### Clock wiring as the flow saved it

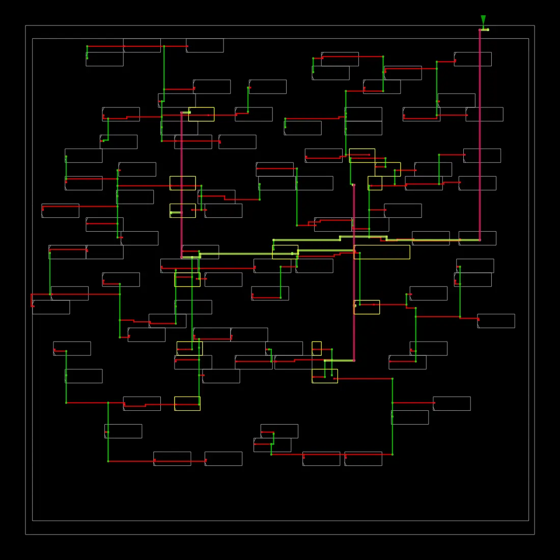
### Layout detail

Window x 65 to 85, y 65 to 85 um. Cells in gray, sequential cells in the stronger gray; small squares are vias.
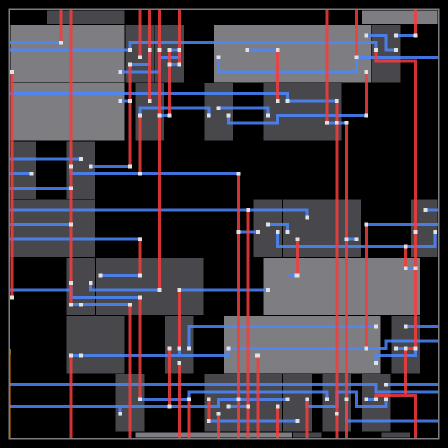
### Wires at chosen ports, followed through buffers

(4 px per um)
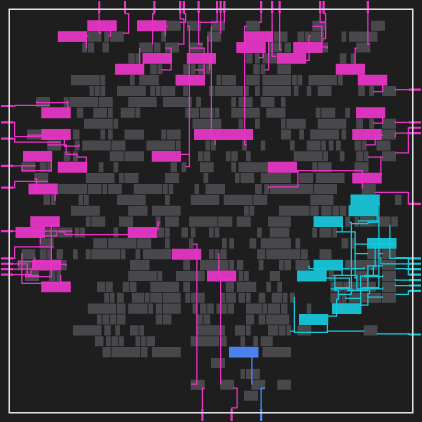
### Metal 2

(4 px per um)
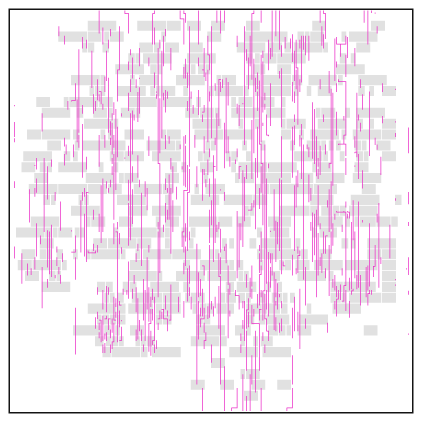
--- src/rtl/tdm_demux8_if.sv ---
// Bus bundle for the TDM receive path: tagged word stream in, published frame and status out.
interface tdm_demux8_if #(
  parameter int WIDTH = 4
);
  logic [WIDTH-1:0]   din;
  logic [2:0]         ch;
  logic               din_valid;
  logic               frame_start;
  logic [8*WIDTH-1:0] dout;
  logic [7:0]         ch_mask;
  logic               busy;
  logic               frame_done;
  logic               dup_err;
  logic               timeout_err;

  modport master (
    output din, ch, din_valid, frame_start,
    input  dout, ch_mask, busy, frame_done, dup_err, timeout_err
  );

  modport slave (
    input  din, ch, din_valid, frame_start,
    output dout, ch_mask, busy, frame_done, dup_err, timeout_err
  );
endinterface

--- src/rtl/tdm_demux8.sv ---
// 8-channel TDM de-multiplexer: collects one tagged word per channel into a shadow
// frame and publishes it on dout when all channels have arrived.
//
// state   | meaning
// IDLE    | waiting for a frame_start word
// COLLECT | gathering channel words; mask all-ones means completion cycle
module tdm_demux8 #(
  parameter int WIDTH   = 4,
  parameter int TIMEOUT = 15
) (
  input logic        clk,
  input logic        rst_n,
  tdm_demux8_if.slave bus
);
  typedef enum logic {IDLE, COLLECT} state_e;

  localparam logic [7:0] TIMER_LAST = 8'(TIMEOUT - 1);

  state_e                    state_q;
  logic [7:0][WIDTH-1:0]     shadow_q;
  logic [7:0][WIDTH-1:0]     dout_q;
  logic [7:0]                mask_q;
  logic [7:0]                timer_q;
  logic                      frame_done_q;
  logic                      dup_err_q;
  logic                      timeout_err_q;

  logic start_w;
  assign start_w = bus.din_valid && bus.frame_start;

  always_ff @(posedge clk) begin
    if (!rst_n) begin
      state_q       <= IDLE;
      shadow_q      <= '0;
      dout_q        <= '0;
      mask_q        <= '0;
      timer_q       <= '0;
      frame_done_q  <= 1'b0;
      dup_err_q     <= 1'b0;
      timeout_err_q <= 1'b0;
    end else begin
      frame_done_q  <= 1'b0;
      dup_err_q     <= 1'b0;
      timeout_err_q <= 1'b0;
      unique case (state_q)
        IDLE: begin
          if (start_w) begin
            shadow_q[bus.ch] <= bus.din;
            mask_q           <= 8'b1 << bus.ch;
            timer_q          <= '0;
            state_q          <= COLLECT;
          end
        end
        COLLECT: begin
          if (mask_q == 8'hFF) begin
            // Completion cycle: publish, then treat the incoming word as if idle.
            dout_q       <= shadow_q;
            frame_done_q <= 1'b1;
            mask_q       <= '0;
            state_q      <= IDLE;
            if (start_w) begin
              shadow_q[bus.ch] <= bus.din;
              mask_q           <= 8'b1 << bus.ch;
              timer_q          <= '0;
              state_q          <= COLLECT;
            end
          end else if (start_w) begin
            timeout_err_q    <= 1'b1;
            shadow_q[bus.ch] <= bus.din;
            mask_q           <= 8'b1 << bus.ch;
            timer_q          <= '0;
          end else if (bus.din_valid) begin
            timer_q <= '0;
            if (mask_q[bus.ch]) begin
              dup_err_q <= 1'b1;
            end else begin
              shadow_q[bus.ch] <= bus.din;
              mask_q[bus.ch]   <= 1'b1;
            end
          end else if (timer_q == TIMER_LAST) begin
            timeout_err_q <= 1'b1;
            mask_q        <= '0;
            state_q       <= IDLE;
          end else begin
            timer_q <= timer_q + 8'd1;
          end
        end
      endcase
    end
  end

  assign bus.dout        = dout_q;
  assign bus.ch_mask     = mask_q;
  assign bus.busy        = (state_q == COLLECT);
  assign bus.frame_done  = frame_done_q;
  assign bus.dup_err     = dup_err_q;
  assign bus.timeout_err = timeout_err_q;
endmodule

--- src/flat_wrapper.sv ---
// flat-port wrapper written by rule: the top's interface ports become plain ports
module tdm_demux8_flat 
#(
  parameter int WIDTH   = 4,
  parameter int TIMEOUT = 15
)
  (clk, rst_n, bus_din, bus_ch, bus_din_valid, bus_frame_start, bus_dout, bus_ch_mask, bus_busy, bus_frame_done, bus_dup_err, bus_timeout_err);
  tdm_demux8_if #(.WIDTH(WIDTH)) bus_i ();
  input logic clk;
  input logic rst_n;
  input wire logic [$bits(bus_i.din)-1:0] bus_din;
  input wire logic [$bits(bus_i.ch)-1:0] bus_ch;
  input wire logic [$bits(bus_i.din_valid)-1:0] bus_din_valid;
  input wire logic [$bits(bus_i.frame_start)-1:0] bus_frame_start;
  output wire logic [$bits(bus_i.dout)-1:0] bus_dout;
  output wire logic [$bits(bus_i.ch_mask)-1:0] bus_ch_mask;
  output wire logic [$bits(bus_i.busy)-1:0] bus_busy;
  output wire logic [$bits(bus_i.frame_done)-1:0] bus_frame_done;
  output wire logic [$bits(bus_i.dup_err)-1:0] bus_dup_err;
  output wire logic [$bits(bus_i.timeout_err)-1:0] bus_timeout_err;
  assign bus_i.din = bus_din;
  assign bus_i.ch = bus_ch;
  assign bus_i.din_valid = bus_din_valid;
  assign bus_i.frame_start = bus_frame_start;
  assign bus_dout = bus_i.dout;
  assign bus_ch_mask = bus_i.ch_mask;
  assign bus_busy = bus_i.busy;
  assign bus_frame_done = bus_i.frame_done;
  assign bus_dup_err = bus_i.dup_err;
  assign bus_timeout_err = bus_i.timeout_err;
  tdm_demux8 #(.WIDTH(WIDTH), .TIMEOUT(TIMEOUT)) u_core (.clk(clk), .rst_n(rst_n), .bus(bus_i));
endmodule
--- config.mk ---
export PLATFORM = sky130hd
export DESIGN_NAME = tdm_demux8_flat
export DESIGN_NICKNAME = d
export VERILOG_FILES = /design/src/rtl/tdm_demux8_if.sv /design/src/rtl/tdm_demux8.sv /design/src/flat_wrapper.sv
export SDC_FILE = /design/constraint.sdc
export NUM_CORES = 1
export LEC_CHECK = 0
export CORE_UTILIZATION = 35
export CTS_BUF_LIST = sky130_fd_sc_hd__clkbuf_4 sky130_fd_sc_hd__clkbuf_8 sky130_fd_sc_hd__clkbuf_16
export CTS_CLUSTER_DIAMETER = 40
export CTS_CLUSTER_SIZE = 12
export DETAILED_ROUTE_END_ITERATION = 16
export GPL_TIMING_DRIVEN = 0
export PLACE_DENSITY = 0.57
export SLEW_MARGIN = 20
export SYNTH_ARGS = -nofsm -noshare
export SYNTH_HDL_FRONTEND = slang
export SYNTH_SLANG_ARGS = --single-unit
--- constraint.sdc ---
create_clock -name clk -period 2.5 [get_ports clk]
set_clock_uncertainty 0.1 [all_clocks]
set_input_delay 0.5 -clock clk [delete_from_list [all_inputs] [get_ports clk]]
set_output_delay 0.5 -clock clk [all_outputs]
set_load 0.02 [all_outputs]
==> results.json <==
{
  "status": "finished, final reports clean",
  "drt-initial-drc-count": 152,
  "dpl.cell_count": 558,
  "synth-main-ff-cell": "dfxtp_1",
  "fp_util_pct": 36.4,
  "cts_num_sinks": 84,
  "grt_max_degree": 13,
  "dr.pass1.iters": 5,
  "ys_seq_share_pct": 49.5,
  "synth_top_area_share_pct": 49.5,
  "place.gp.congestion": 0.816,
  "place_ws_ns": -0.0405,
  "fin_area_um2": 4250,
  "fp.coreArea_um2": 9330,
  "edf_count": 0,
  "cpPeakStageDelay_ns": 0.52,
  "warning_count": 27,
  "dpl_cell_area_um2": 4060,
  "post_cts_buffers": 0,
  "netlist_logic_family_top": "simple AND/OR/NAND/NOR gates",
  "setup_tns_ns": 0,
  "hold_slack_ns": 0.306,
  "r2r.worst_path.cells": 5,
  "ys_warn_count": 0,
  "hold_buffers": 0,
  "max_freq_ghz": 0.450,
  "synth_chip_area_um2": 3400,
  "syn_avg_cell_area_um2": 8.96,
  "irDropWorstVdd_v": 0.000235,
  "crit_family": "multiplexers",
  "yosys.area_share.adder_pct": 0.737,
  "grt_first_pass_wirelength_um": 13100,
  "synth-xor-area-share_pct": 0,
  "num_vias": 2754,
  "drv_cap": 0,
  "htree_levels": 3,
  "hold_viol": 0,
  "drive_above_1_share_pct": 7.22,
  "fp_nets": 392,
  "power.total_mw": 2.50,
  "cts-resized-gates": 0,
  "reg2reg_slack_ns": 0.28,
  "cts-root-buf": "clkbuf_8",
  "routed_wirelength_um": 7930,
  "crit_path_cell_trace": "mux4_2 -> mux2i_4 -> a21oi_4 -> nor4b_4 -> mux2i_1",
  "grt_pass1_vias": 2629,
  "worstHoldStart": "bus_ch[1]",
  "arrival_ns": 2.39,
  "ys_cells": 379,
  "worst_slew_pin_slew_ns": 0.647,
  "dp_hpwl_um": 5660,
  "hold_end": "u_core.bus.ch_mask[0]",
  "cp-end-kind": "flip-flop",
  "final.min_clock_period_ns": 2.22,
  "synth.cells.most_frequent": "nand2_1, dfxtp_1, a21oi_1",
  "finalNetCount": 453,
  "synthCells": 379,
  "simple_gate_area_share_pct": 22.5,
  "portBuffers": 50,
  "p_leak_nw": 1.38,
  "area_delta_synth_final_pct": 25.2,
  "ios": 55,
  "synthAoiAreaFrac_pct": 12.0,
  "dieArea_um2": 10100,
  "relSlewSlack_pct": 56.9,
  "r2r-end": "u_core.shadow_q[3]",
  "setup_violations": 0,
  "rows": 35,
  "die_x_um": 101,
  "fin_ws_ns": 0.277,
  "wl_per_cell_um": 13.9,
  "via_per_inst": 4.81,
  "route.detailed.drc": 0,
  "cts_buffer_depth": 2,
  "rsz0062_at_grt": "no",
  "seq_area_um2": 1680,
  "ys_sh_mux_pct": 11.7
}
## Picture notes: 'Clock wiring as the flow saved it'
number of CTS-inserted buffers: 9
Latency at later pin: 0.34 ns

## Picture notes: 'Layout detail'
[met4] orange
[met2] red
[met3] green
[met1] blue
cells with their middle in the window: 26
sequential cells in the window: 5
most frequent: nand2_1 (14), dfxtp_1 (5), mux2i_1 (3)
netlist names of flops here include: u_core.shadow_q (5)

## Picture notes: 'Wires at chosen ports, followed through buffers'
[bus_dout] magenta | bits: 32 | direction: output | end cells: 32 | buffers: 32 | wire: 737 um
[bus_timeout_err] blue | bits: 1 | direction: output | end cells: 1 | buffers: 1 | wire: 15.1 um
[bus_ch_mask] cyan | bits: 8 | direction: output | end cells: 8 | buffers: 8 | wire: 294 um

## Picture notes: 'Metal 2'
wire length on this layer: 3540 um
main direction: vertical

-- registers in the layout, summed over array words and instances, names as in the netlist --
register and cells:
u_core.bus.busy 1, u_core.bus.ch_mask 8, u_core.bus.dout 32, u_core.bus.dup_err 1
u_core.bus.frame_done 1, u_core.bus.timeout_err 1, u_core.shadow_q 32, u_core.timer_q 8
-- report_power, final --
| group | total (mW) | internal, mW | switching (mW) |
|---|---|---|---|
| clock | 0.976 | 0.516 | 0.460 |
| sequential | 1.36 | 1.35 | 0.00879 |
| combinational | 0.167 | 0.0556 | 0.112 |
-- metal layers --
metal | vias up | wire length, um | track usage, %
met5 | - | 0 | 0
met4 | 0 | 104 | 6.02
met3 | 9 | 248 | 2.98
met2 | 46 | 3540 | 25.9
met1 | 1291 | 4040 | 23.4
li1 | 1408 | - | -
-- worst max-delay path by stage --
stage | startpoint | to | slack, ns | cells after the start
CTS | u_core.bus.ch_mask[6] | u_core.shadow_q[3] | 0.27 | 5
floorplan | bus_ch[1] | u_core.shadow_q[0] | 0.25 | 6
detailed placement | bus_ch[1] | u_core.shadow_q[0] | -0.04 | 6
global route | u_core.bus.ch_mask[6] | u_core.bus.dout[29] | 0.13 | 7
global placement | bus_ch[1] | u_core.shadow_q[1] | -0.02 | 6
finish | u_core.bus.ch_mask[6] | u_core.shadow_q[3] | 0.28 | 5
-- logic make-up after synthesis --
logic type / Yosys count
AOI/OAI and AO/OA: 70
and+or+nand+nor: 159
adders and majority gates: 2
muxes: 36
DFF: 84
buffers and inverters: 28
-- layout by cell type, fill, tap and decap left out, types with 2 or more instances in the layout --
cell and count:
nor4b_1 2, nand2_1 122, ha_1 2, inv_1 4
mux2i_1 33, nor4_4 3, nand2b_1 2, clkbuf_1 18
o21ai_0 13, and4_1 2, nor3_4 3, clkbuf_8 11
a21oi_1 40, o21a_1 2, clkdlybuf4s50_1 50, a31oi_1 4
mux4_2 2, clkbuf_2 2, or2_2 2, dfxtp_1 84
nand3_1 6, o41ai_1 2, nor3_1 3, a21o_1 2
buf_2 2, nor2_1 7
-- final cells by class --
class	instances	share of cell area (%)
flip-flops and latches	84	39.6
multi-input cells	267	37.6
repair buffers	50	11.8
well taps	129	3.80
clock buffers	12	3.74
plain buffers	24	2.41
clock inverters	2	0.824
inverters	4	0.353
